## config.mk

```make
export PLATFORM = sky130hd
export DESIGN_NAME = u_game_judge
export DESIGN_NICKNAME = d
export VERILOG_FILES = /design/src/rtl/u_game_pkg.sv /design/src/rtl/u_btn_debounce.sv /design/src/rtl/u_game_judge.sv
export SDC_FILE = /design/constraint.sdc
export NUM_CORES = 1
export LEC_CHECK = 0
export CORE_ASPECT_RATIO = 0.7
export CORE_MARGIN = 4
export CORE_UTILIZATION = 60
export CTS_CLUSTER_DIAMETER = 200
export CTS_CLUSTER_SIZE = 12
export DETAILED_ROUTE_END_ITERATION = 10
export GPL_ROUTABILITY_DRIVEN = 0
export PLACE_DENSITY = 0.8
export SETUP_SLACK_MARGIN = 0.5
export SYNTH_ARGS = -nofsm -noshare
export SYNTH_HDL_FRONTEND = slang
export SYNTH_SLANG_ARGS = --single-unit
```

## constraint.sdc

```tcl
create_clock -name clk -period 8.2 [get_ports clk]
set_input_delay 0.82 -clock clk [delete_from_list [all_inputs] [get_ports clk]]
set_output_delay 0.82 -clock clk [all_outputs]
set_load 0.05 [all_outputs]
```

## src/rtl/u_game_pkg.sv

```systemverilog
// Shared judge codes, FSM encoding and counter widths for the rhythm-game judge path.
package u_game_pkg;

  localparam int unsigned SCORE_W = 14;
  localparam int unsigned COMBO_W = 7;
  localparam int unsigned JUDGE_W = 2;
  localparam int unsigned WIN_W   = 16;

  localparam logic [JUDGE_W-1:0] JUDGE_NONE    = 2'd0;
  localparam logic [JUDGE_W-1:0] JUDGE_PERFECT = 2'd1;
  localparam logic [JUDGE_W-1:0] JUDGE_GOOD    = 2'd2;
  localparam logic [JUDGE_W-1:0] JUDGE_MISS    = 2'd3;

  typedef enum logic [1:0] {
    ST_IDLE   = 2'd0,
    ST_WINDOW = 2'd1,
    ST_DONE   = 2'd2
  } judge_state_e;

endpackage

```

## src/rtl/u_btn_debounce.sv

```systemverilog
// Button synchroniser + tick-based debouncer; emits a one-cycle pulse on an accepted press.
module u_btn_debounce #(
  parameter int unsigned DEBOUNCE_MS = 10
) (
  input  logic clk,
  input  logic rst,
  input  logic i_tick,
  input  logic i_btn,
  output logic o_press
);

  localparam int unsigned CNT_W = (DEBOUNCE_MS < 2) ? 1 : $clog2(DEBOUNCE_MS);
  localparam logic [CNT_W-1:0] CNT_LAST = CNT_W'(DEBOUNCE_MS - 1);

  logic             sync_q1;
  logic             sync_q2;
  logic             level_q;
  logic [CNT_W-1:0] cnt_q;

  // Level is accepted on the DEBOUNCE_MS-th tick of continuous disagreement.
  always_ff @(posedge clk) begin
    if (rst) begin
      sync_q1 <= 1'b0;
      sync_q2 <= 1'b0;
      level_q <= 1'b0;
      cnt_q   <= '0;
      o_press <= 1'b0;
    end else begin
      sync_q1 <= i_btn;
      sync_q2 <= sync_q1;
      o_press <= 1'b0;
      if (sync_q2 == level_q) begin
        cnt_q <= '0;
      end else if (i_tick) begin
        if (cnt_q == CNT_LAST) begin
          cnt_q   <= '0;
          level_q <= sync_q2;
          o_press <= sync_q2;
        end else begin
          cnt_q <= cnt_q + 1'b1;
        end
      end
    end
  end

endmodule

```

## src/rtl/u_game_judge.sv

```systemverilog
// Note judge: classifies each note reaching the target slot and keeps score/combo.
module u_game_judge
  import u_game_pkg::*;
#(
  parameter int unsigned DEBOUNCE_MS = 10,
  parameter int unsigned PERFECT_MS  = 50,
  parameter int unsigned PERFECT_PTS = 10,
  parameter int unsigned GOOD_PTS    = 5,
  parameter int unsigned SCORE_MAX   = 9999,
  parameter int unsigned COMBO_MAX   = 99
) (
  input  logic               clk,
  input  logic               rst,
  input  logic               i_tick,
  input  logic               i_note_step,
  input  logic               i_is_target,
  input  logic               i_btn,
  input  logic               i_clear,
  output logic [JUDGE_W-1:0] o_judge,
  output logic               o_hit_pulse,
  output logic               o_miss_pulse,
  output logic [SCORE_W-1:0] o_score,
  output logic [COMBO_W-1:0] o_combo
);

  localparam int unsigned SUM_W = SCORE_W + 1;
  localparam logic [WIN_W-1:0] WIN_MAX = {WIN_W{1'b1}};

  logic               press;
  logic               eval_q;
  judge_state_e       state_q;
  logic [WIN_W-1:0]   win_ms_q;
  logic [JUDGE_W-1:0] res_c;
  logic [SUM_W-1:0]   score_sum_c;
  logic [SCORE_W-1:0] score_c;
  logic [COMBO_W-1:0] combo_c;

  u_btn_debounce #(
    .DEBOUNCE_MS(DEBOUNCE_MS)
  ) u_btn (
    .clk    (clk),
    .rst    (rst),
    .i_tick (i_tick),
    .i_btn  (i_btn),
    .o_press(press)
  );

  // A press in the window judges the current note before a coincident eval is considered.
  always_comb begin
    res_c = JUDGE_NONE;
    case (state_q)
      ST_IDLE: begin
        if (press) res_c = JUDGE_MISS;
      end
      ST_WINDOW: begin
        if (press) begin
          res_c = (win_ms_q < WIN_W'(PERFECT_MS)) ? JUDGE_PERFECT : JUDGE_GOOD;
        end else if (eval_q) begin
          res_c = JUDGE_MISS;
        end
      end
      default: res_c = JUDGE_NONE;
    endcase
  end

  // Saturating score/combo increments for a hit.
  always_comb begin
    score_sum_c = {1'b0, o_score} +
                  ((res_c == JUDGE_PERFECT) ? SUM_W'(PERFECT_PTS) : SUM_W'(GOOD_PTS));
    score_c     = (score_sum_c > SUM_W'(SCORE_MAX)) ? SCORE_W'(SCORE_MAX)
                                                    : score_sum_c[SCORE_W-1:0];
    combo_c     = (o_combo >= COMBO_W'(COMBO_MAX)) ? COMBO_W'(COMBO_MAX)
                                                   : o_combo + 1'b1;
  end

  always_ff @(posedge clk) begin
    if (rst) begin
      eval_q       <= 1'b0;
      state_q      <= ST_IDLE;
      win_ms_q     <= '0;
      o_judge      <= JUDGE_NONE;
      o_hit_pulse  <= 1'b0;
      o_miss_pulse <= 1'b0;
      o_score      <= '0;
      o_combo      <= '0;
    end else begin
      eval_q       <= i_note_step;
      o_hit_pulse  <= 1'b0;
      o_miss_pulse <= 1'b0;

      if (eval_q) begin
        state_q  <= i_is_target ? ST_WINDOW : ST_IDLE;
        win_ms_q <= '0;
      end else if ((state_q == ST_WINDOW) && press) begin
        state_q <= ST_DONE;
      end else if ((state_q == ST_WINDOW) && i_tick && (win_ms_q != WIN_MAX)) begin
        win_ms_q <= win_ms_q + 1'b1;
      end

      // New-game clear wins over any coincident judgement.
      if (i_clear) begin
        o_judge <= JUDGE_NONE;
        o_score <= '0;
        o_combo <= '0;
      end else if (res_c != JUDGE_NONE) begin
        o_judge <= res_c;
        if (res_c == JUDGE_MISS) begin
          o_miss_pulse <= 1'b1;
          o_combo      <= '0;
        end else begin
          o_hit_pulse <= 1'b1;
          o_score     <= score_c;
          o_combo     <= combo_c;
        end
      end
    end
  end

endmodule
```

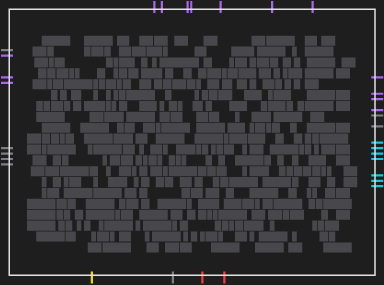
**Above:** run 1 (pin map).
Drawn at 4 px/um. Pins as bars across the die edge, other pins in gray.
purple -> o_score  # pins 14, direction output, edge 7 top, 4 right, 3 left
yellow -> i_tick  # pins 1, direction input, edge bottom
cyan -> o_combo  # pins 7, direction output, edge right
red -> o_judge  # pins 2, direction output, edge bottom
Die Height: 66.2 um
# port buffers: 31
Die X: 91.1 um

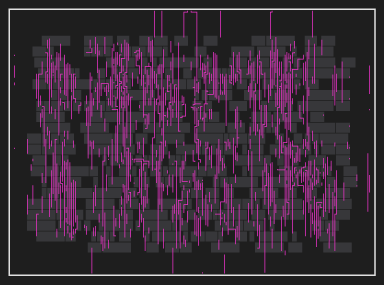
**Above:** run 1 (met2 routing).
Drawn at 4 px/um. Cells faint in the background.
longest straight run = 22.1 um
main direction = vertical
share of all routed wire = 43%
nets with wire on the layer = 319
wire length on this layer = 2,780 um
met2 usage: 0.346
final WL: 6.45 mm
DR vias: 2,640

==> impl_metrics.json, run 1 <==
{
  "syn_area_sq_um": 2900,
  "cts.sinks": 52,
  "tritoncts": "built",
  "setup_tns_ns": 0,
  "pg_comb_uw": 29.2,
  "fp_util": 0.644,
  "postCtsResizedCells": 0,
  "yosysChipArea_sq_um": 2900,
  "critical_path_class": "register to register",
  "drive_gt1_frac": 0.0654,
  "min_delay_path_depth": 1,
  "leakage_nw": 1.14,
  "grt_overflow": 0,
  "drtAntennaViolNets": 0,
  "synth.distinct_cells": 56,
  "nMultiInputCombCells": 267,
  "hp-class": "register to register",
  "fa_ha_area_frac": 0.0457,
  "drv_slew": 0,
  "comb_share": 0.529,
  "r2r_slack_ns": 3.35,
  "grt_antenna_before_repair": 0,
  "seq_share": 0.316,
  "outcome": "completed",
  "hold_viol_final": 0,
  "rr_endpoint": "o_score[4]",
  "worst-path-buf-inv": 1,
  "path_max_fanout": 13,
  "reg2reg_from": "win_ms_q[7]",
  "holdBufCountCts": 0,
  "clkTransAtPathRegs_ns": 0.09,
  "root_buffer": "clkbuf_8",
  "drv_cap": 0,
  "end_kind": "register",
  "synth-edff-count": 0,
  "die_area_sq_um": 6030,
  "combGateArea_sq_um": 1740,
  "power_frac_comb": 0.066,
  "crit_family": "AND-OR/OR-AND gates",
  "coreArea_sq_um": 4500,
  "nNetsFinal": 384,
  "rr_worst_depth": 16,
  "synth.area.top_cells": "dfxtp_1 (36%), nor2_1 (5.3%), xor2_1 (4.5%)",
  "seq_area_sq_um": 1040,
  "synth.top_cell.area_share": 0.359,
  "cts.htree.levels": 2,
  "clock_path_buffers": 2,
  "slew_headroom": 0.399,
  "nNonClkBuffers": 31,
  "dp_hpwl_mm": 4.68,
  "simple_gate_area_frac": 0.293,
  "nFillCells": 355,
  "clock_latency_ns": 0.30,
  "clockPowerShare": 0.351,
  "slowest_stage": "a2111oi_4",
  "switching_share": 0.227,
  "io_pins": 32,
  "whs_ns": 0.456,
  "aoi_share": 0.182,
  "endpoint": "o_score[4]",
  "area_delta_synth_final_pct": 13.8,
  "grt_pass1_wl_mm": 10.8,
  "finalCritPeriodShare": 0.592,
  "ys_warn_count": 0
}
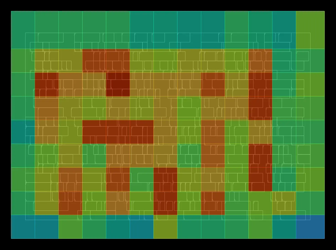
**Above:** run 1 (track usage over the die).
Global Route met1 Usage: 0.305
Total Routing Usage GR: 0.219
wire length per cell: 15.3 um
final core area utilization: 0.732
met3 usage: 0.0466

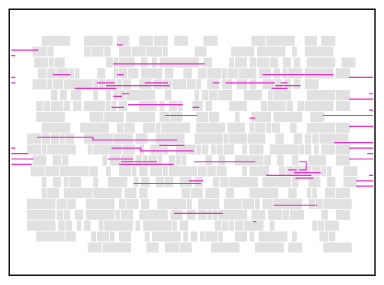
**Above:** run 1 (the metal 3 layer).
Drawn at 4 px/um. Cells faint in the background.
wire length on this layer = 398 um
share of all routed wire = 6.2%
longest straight run = 22.5 um
main direction = horizontal

-- run 1: state kept, by name, indices dropped and copies added, names as in the netlist, 2 cells and up --
register and count:
u_btn.cnt_q 4, win_ms_q 16, o_judge 2, state_q 2, o_combo 7, o_score 14
-- run 1: cell usage after synthesis, drive strengths merged (7+ instances only) --
master / number
a211oi: 7
nor2: 41
a21oi: 20
xnor2: 7
inv: 10
nand2: 26
nand4: 10
nand3: 15
and3: 7
nor4: 8
xor2: 15
nor2b: 7
o21ai: 14
clkbuf: 9
ha: 9
nor3: 12
dfxtp: 52
-- run 1: per-layer routing --
layer  wire length [um]  vias to the layer above  track usage
met5                  0                        -            0
met3                397                        7       0.0466
met1               3220                     1238        0.305
met2               2780                       95        0.346
li1                   -                     1300            -
met4                 59                        0       0.0545
-- run 1: cells in the final DEF, fill, tap and decap left out, types with 3 or more instances in the layout --
cell,netlist,routed
a21oi_1,19,19
nor4_1,8,8
nor2_1,41,41
ha_1,9,9
a31oi_1,5,5
or2_2,3,3
nand3_1,15,15
clkbuf_8,0,7
and3_1,6,6
nor3_1,11,11
a211oi_1,7,7
or4_1,4,4
and2_1,5,5
o21ai_0,14,14
nand2_1,26,26
mux2i_1,4,4
xor2_1,15,15
dfxtp_1,52,52
clkdlybuf4s50_1,0,31
inv_1,10,10
or3_1,5,5
and4_1,5,5
nor2b_1,7,7
xnor2_1,7,7
o31ai_1,4,4
a21o_1,3,3
nand4_1,10,10
-- run 1: stage by stage --
step                      cells  setup WS, ns  utilization  power [mW]  area (sq um)
after CTS                   422          3.41        0.732       0.442          3300
after global placement      415          3.59        0.711       0.291          3200
after floorplan             344          4.19            -       0.282          2900
after global routing        422          2.91        0.732       0.455          3300
after detailed placement    415          3.44        0.711       0.291          3200
final                       422          3.35        0.732       0.440          3300
**Run 1: routed metal per tile**

Drawn at 4 px/um. 18 x 13 tiles, from dark blue (low) to red (high), scaled to the fullest tile. Values are wire area over tile area, all layers added.
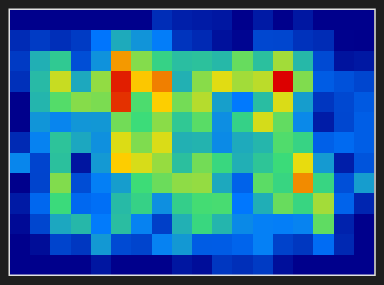

==> run 2, diff against run 1 <==
CORE_UTILIZATION = 51   (was 60)
PLACE_DENSITY = 0.72   (was 0.8)
clock period = 4.4 ns   (was 8.2 ns; I/O delays follow)
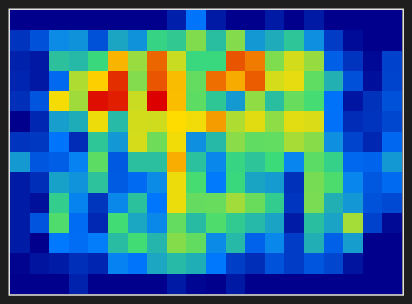
**Above:** run 2 (routed metal per tile).
Drawn at 4 px/um. 20 x 14 tiles, from dark blue (low) to red (high), scaled to the fullest tile. Values are wire area over tile area, all layers added.
nearly empty tiles = 15%
fullest tile = 0.51
tiles over half the peak = 27%
mean over tiles = 0.17
Total Routing Usage GR: 0.192
final WL: 7.24 mm
wire length per cell: 15.8 um

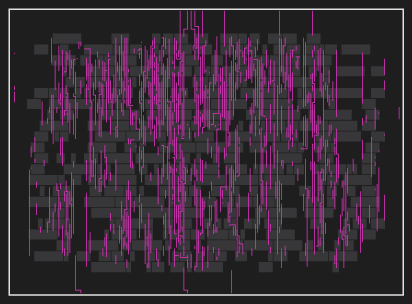
**Above:** run 2 (met2 routing).
Drawn at 4 px/um. Cells faint in the background.
share of all routed wire = 45%
longest straight run = 26.5 um
main direction = vertical

==> run 2 against run 1 <==
  * Worst hold slack improved by 0.012 ns
  * Combinational power increased by 120%
  * Clock skew is 0.0037 ns lower
  * Count of clock-buffer cells in the layout is the same
  * Setup slack lost 2.9 ns
  * First-iteration DRC count fell by 38%
  * Critical path depth rose by 1
  * Fmax rose by 24%
  * Clock power increased by 84%
  * Core utilization is 4.6 points lower
  * Routed wire length is 12% higher
==> impl_metrics.json, run 2 <==
{
  "regMostFlops": "win_ms_q",
  "finalCritPeriodShare": 0.889,
  "crit_family": "AND-OR/OR-AND gates",
  "coreArea_sq_um": 5370,
  "synth.distinct_cells": 56,
  "r2r_slack_ns": 0.49,
  "grt_overflow": 0,
  "whs_ns": 0.468,
  "fp_util": 0.540,
  "root_buffer": "clkbuf_8",
  "die_area_sq_um": 6970,
  "synth.cellmix.xorXnorShare": 0.0665,
  "tritoncts": "built",
  "clock_latency_ns": 0.29,
  "clock_path_buffers": 2,
  "holdBufCountCts": 0,
  "final_cells": 458,
  "io_pins": 32,
  "most_common_cell": "dfxtp_1",
  "layout_top_cells": "dfxtp_1 (44), nor2_1 (38), clkdlybuf4s50_1 (31), nand2_1 (26)",
  "dp_hpwl_mm": 4.80,
  "die_y_um": 71.1,
  "synth-edff-count": 0,
  "reg_top3": "win_ms_q: 16 flops, o_score: 14 flops, o_combo: 7 flops",
  "hold_viol_final": 0,
  "dpl-instance-area_sq_um": 3260,
  "grt_antenna_before_repair": 0,
  "finalWorstSetupSlack_ns": 0.487,
  "lay_top_count": "dfxtp_1",
  "area_delta_synth_final_pct": 27.1,
  "vias": 2700,
  "clkTransAtPathRegs_ns": 0.09,
  "reg2reg_from": "win_ms_q[7]",
  "power_frac_comb": 0.078,
  "slew_headroom": 0.348,
  "io_buffers": 31,
  "end_kind": "register",
  "leakage_nw": 1.26,
  "cts.sinks": 52,
  "cts.htree.levels": 2,
  "drv_cap": 0,
  "fmax_mhz": 256,
  "rr_worst_depth": 17,
  "drive_gt1_frac": 0.199,
  "setup_tns_ns": 0,
  "path_max_fanout": 6,
  "largest_register_ffs": 16,
  "min_delay_path_depth": 2,
  "grt_pass1_wl_mm": 11.3,
  "synth.top_cell.area_share": 0.359,
  "synthTopCellsByCount": "dfxtp_1 (52), nor2_1 (41), nand2_1 (26)",
  "ys_warn_count": 0,
  "design_area_sq_um": 3690,
  "fa_ha_area_frac": 0.0457,
  "synth.area.top_cells": "dfxtp_1 (36%), nor2_1 (5.3%), xor2_1 (4.5%)",
  "aoi_share": 0.182,
  "ys_ff": 52,
  "place_inst": 436,
  "nNetsFinal": 403,
  "hp-class": "register to register",
  "critical_path_class": "register to register",
  "seqPwrFrac": 0.578,
  "pre_cts_ws_ns": 0.0811,
  "drtAntennaViolNets": 0,
  "pg_comb_uw": 64.0,
  "outcome": "completed",
  "clockPowerShare": 0.344,
  "worst-path-buf-inv": 2,
  "yosysChipArea_sq_um": 2900,
  "syn_area_sq_um": 2900,
  "simple_gate_area_frac": 0.293,
  "switching_share": 0.227,
  "die_x_um": 98.1
}
run 2: per-stage QoR:
stage / util / total power [mW]
2_1_floorplan: - / 0.527
3_3_place_gp: 0.607 / 0.544
4_1_cts: 0.649 / 0.827
6_report: 0.687 / 0.824
3_5_place_dp: 0.607 / 0.545
5_1_grt: 0.687 / 0.859
run 2: how the worst max path moves through the flow:
stage | startpoint | endpoint | slack (ns) | cells past startpoint
2_1_floorplan | win_ms_q[7] | o_score[4] | 0.51 | 17
3_3_place_gp | win_ms_q[7] | o_score[5] | 0.16 | 16
4_1_cts | win_ms_q[11] | o_score[8] | 0.50 | 16
6_report | win_ms_q[7] | o_score[8] | 0.49 | 17
5_1_grt | win_ms_q[7] | o_score[8] | 0.25 | 17
3_5_place_dp | win_ms_q[7] | o_score[4] | 0.08 | 16
run 2: kinds of logic after synthesis:
logic type	count (synthesis)
and+or+nand+nor	159
buffers and inverters	25
muxes	4
adders and majority gates	10
DFF	52
xor gates and xnor gates	22
AOI/OAI and AO/OA	72
run 2: layout make-up:
| cell class | instances | area (sq um) |
|---|---|---|
| multi-input cells | 267 | 1930 |
| fillers | 455 | 1680 |
| flip-flops and latches | 52 | 1060 |
| repair buffers | 50 | 467 |
| clock buffers | 7 | 96.3 |
| well taps | 72 | 90.1 |
| inverters | 10 | 40.0 |
run 2: routing by layer:
layer,wire length (um),vias to the layer above,GRT usage
met4,68,0,0.0353
met3,435,8,0.0365
met2,3230,73,0.293
met5,0,-,0
li1,-,1346,-
met1,3510,1273,0.283
run 2: repair_timing:
item,4_1_cts,5_1_grt
setup endpoints to repair,13,13
buffers inserted,7,7
hold endpoints to repair,0,0
cloned,1,0
pin swaps,10,20
gates resized,14,33
**Run 2: track usage over the die**

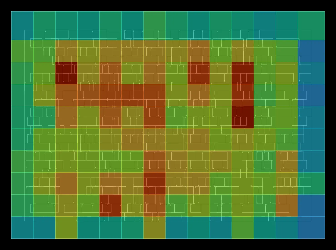

==> run 3, diff against run 2 <==
CORE_UTILIZATION = 45   (was 51)
PLACE_DENSITY = 0.65   (was 0.72)
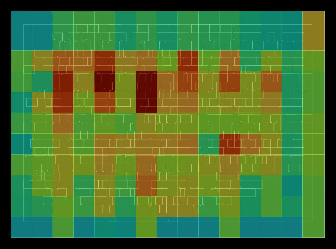
**Above:** run 3 (track usage over the die).
wire length per cell: 15.6 um
met3 usage: 0.0454

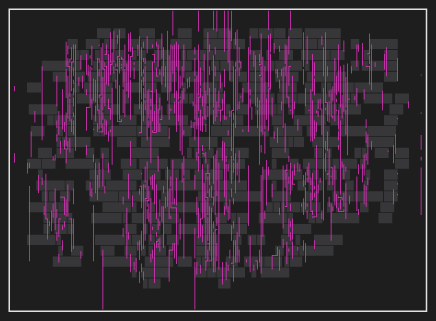
**Above:** run 3 (met2 routing).
Drawn at 4 px/um. Cells faint in the background.
final WL: 7.24 mm
met2 usage: 0.281
DR vias: 2,688

==> run 3 against run 2 <==
  * Combinational power about the same
  * Critical endpoint is now o_score[12]
  * Largest power group unchanged
  * Cell count is 1.5% higher
  * Largest cell class unchanged
  * Power fell by 0.12%
  * Core utilization down 9.8 points
  * Area after synthesis unchanged
  * Critical path depth did not move
  * Count of clock-buffer cells in the layout rose by 1
  * Sequential share of layout area down 0.16 points
==> impl_metrics.json, run 3 <==
{
  "io_pins": 32,
  "drv_slew": 0,
  "numCtsBuffers": 5,
  "ys_ff": 52,
  "rr_endpoint": "o_score[12]",
  "clkTransAtPathRegs_ns": 0.09,
  "top_area_cell": "dfxtp_1",
  "synth.area.top_cells": "dfxtp_1 (36%), nor2_1 (5.3%), xor2_1 (4.5%)",
  "min_delay_path_depth": 1,
  "wl_met1_mm": 3.67,
  "path_max_fanout": 5,
  "rows": 24,
  "regMostFlops": "win_ms_q",
  "slowest_stage": "a2111oi_4",
  "power.internal_uw": 627,
  "die_x_um": 104,
  "antenna_cells": 0,
  "power_frac_comb": 0.078,
  "lay_top_count": "dfxtp_1",
  "drc": 0,
  "syn_area_sq_um": 2900,
  "coreArea_sq_um": 6250,
  "synthCells": 344,
  "yosysChipArea_sq_um": 2900,
  "critical_path_class": "register to register",
  "cts.sinks": 52,
  "finalCritPeriodShare": 0.908,
  "hold_end": "u_btn.sync_q2",
  "via_per_inst": 5.78,
  "pre_cts_ws_ns": 0.135,
  "synth-edff-count": 0,
  "worstSetupStartpoint": "win_ms_q[13]",
  "end_kind": "register",
  "synth.top_cell.area_share": 0.359,
  "setup_tns_ns": 0,
  "grt.total_usage": 0.182,
  "crit_family": "AND-OR/OR-AND gates",
  "worst_setup_path_start_kind": "register",
  "top_layer": "met4",
  "path_cells": "nor4_4 > nand4_1 > a21oi_2 > a21oi_2 > a211oi_2 > ha_2 > inv_2 > ha_4 > fa_2 > a21o_1 > a21o_1 > nor4_4 > a31oi_2 > a2111oi_4 > buf_4 > a211oi_2 > a31o_2",
  "warning_count": 30,
  "cts.htree.levels": 2,
  "rsz0062_at_grt": "true",
  "die_area_sq_um": 7810,
  "hold_start": "u_btn.sync_q1",
  "reg_top3": "win_ms_q: 16 flops, o_score: 14 flops, o_combo: 7 flops",
  "switching_share": 0.238,
  "die_y_um": 75.2,
  "dp_hpwl_mm": 5.05,
  "endpoint": "o_score[12]",
  "final_cells": 465,
  "seq_cell_power_uw": 477,
  "p_switching_uw": 196,
  "layout_top_cells": "dfxtp_1 (46), nor2_1 (39), clkdlybuf4s50_1 (31), nand2_1 (26), buf_4 (16)",
  "arrival_ns": 4.19,
  "drive_gt1_frac": 0.199,
  "synthTopCellsByCount": "dfxtp_1 (52), nor2_1 (41), nand2_1 (26)",
  "finalSetupViolCount": 0,
  "slew_headroom": 0.321,
  "r2r_slack_ns": 0.41,
  "hold_viol_final": 0,
  "grt_max_degree": 21,
  "place_inst": 447,
  "wl_met3_um": 360,
  "io_buffers": 31,
  "tightest_slew_ns": 1.01,
  "syn_area_per_cell_sq_um": 8.43,
  "fp_util": 0.464,
  "outcome": "completed",
  "synth-main-ff-cell": "dfxtp_1",
  "largest_register_ffs": 16,
  "clock_path_buffers": 2,
  "firstDrtPassIters": 4,
  "area_delta_synth_final_pct": 26.9,
  "reg2reg_from": "win_ms_q[13]",
  "most_common_cell": "dfxtp_1",
  "root_buffer": "clkbuf_8",
  "finalWorstSetupSlack_ns": 0.406,
  "routed-wl-met2_mm": 3.16,
  "clock_latency_ns": 0.30,
  "grt_antenna_before_repair": 0,
  "synth.distinct_cells": 56,
  "power.density_nw_per_um2": 224,
  "seqPwrFrac": 0.580,
  "synth-async-reset-ratio": 0,
  "drtAntennaViolNets": 0,
  "first_global_vias": 2464,
  "maxPowerGroup": "registers",
  "grt_overflow": 0,
  "cp_slowest_stage_delay_ns": 0.45,
  "pg_comb_uw": 64.3,
  "synth_nets": 361,
  "clk-power_uw": 282,
  "yosysCellCount": 344,
  "rr_worst_depth": 17,
  "grt_pass1_wl_mm": 11.7,
  "clockPowerShare": 0.342,
  "path_depth": 17,
  "worst-path-buf-inv": 2,
  "fmax_mhz": 250,
  "grtUsageMet1": 0.261,
  "nNetsFinal": 403,
  "drv_cap": 0,
  "top_usage_layer": "met2",
  "leakage_nw": 1.25,
  "post-route-min-period_ns": 3.99,
  "hp-class": "register to register",
  "ys_warn_count": 0,
  "tritoncts": "built",
  "finClkSkew_ns": 0.00948
}
==> run 3: cell counts after synthesis <==
Identical to the previous run, type by type.
==> run 3: kinds of logic (layout without fill, tap and decap cells) <==
family | count (synthesis) | after routing | share of synthesized area
muxes | 4 | 4 | 0.0138
DFF | 52 | 52 | 0.359
AOI/OAI and AO/OA | 72 | 72 | 0.182
xor gates and xnor gates | 22 | 22 | 0.0665
adders and majority gates | 10 | 10 | 0.0457
buffers and inverters | 25 | 68 | 0.0393
and+or+nand+nor | 159 | 159 | 0.293
==> run 3: timing repair <==
action                                  in CTS  in global routing
pin swaps                                   17                 13
hold endpoints to repair                     0                  0
hold buffers                                 0                  0
endpoints found under the setup margin      13                 13
gates cloned                                 0                  0
resized                                     28                 18
buffers inserted                             8                  2
==> run 3: layout make-up <==
class	instances	area (sq um)
clock buffer	8	90.1
fill	581	2570
inverter	10	37.5
multi-input combinational	267	1940
sequential	52	1050
tap	78	97.6
timing repair buffer	50	464
==> run 3: worst register-to-register path, cell delays in order (launching register included) <==
cell and delay [ns]:
dfxtp_4 0.37, nor4_4 0.26, nand4_1 0.17, a21oi_2 0.18, a21oi_2 0.05, a211oi_2 0.30
ha_2 0.25, inv_2 0.06, ha_4 0.16, fa_2 0.37, a21o_1 0.18, a21o_1 0.21
nor4_4 0.32, a31oi_2 0.09, a2111oi_4 0.45, buf_4 0.23, a211oi_2 0.04, a31o_2 0.21
==> run 3: per-stage QoR <==
stage               instance area (sq um)  power [mW]   util  hold slack (ns)
floorplan                            2910       0.527      -            0.414
global placement                     3310       0.545  0.529            0.417
detailed placement                   3310       0.545  0.529            0.440
CTS                                  3570       0.830  0.572            0.460
global route                         3680       0.857  0.589            0.475
finish                               3680       0.823  0.589            0.452
Power and IR drop assume default switching activity.
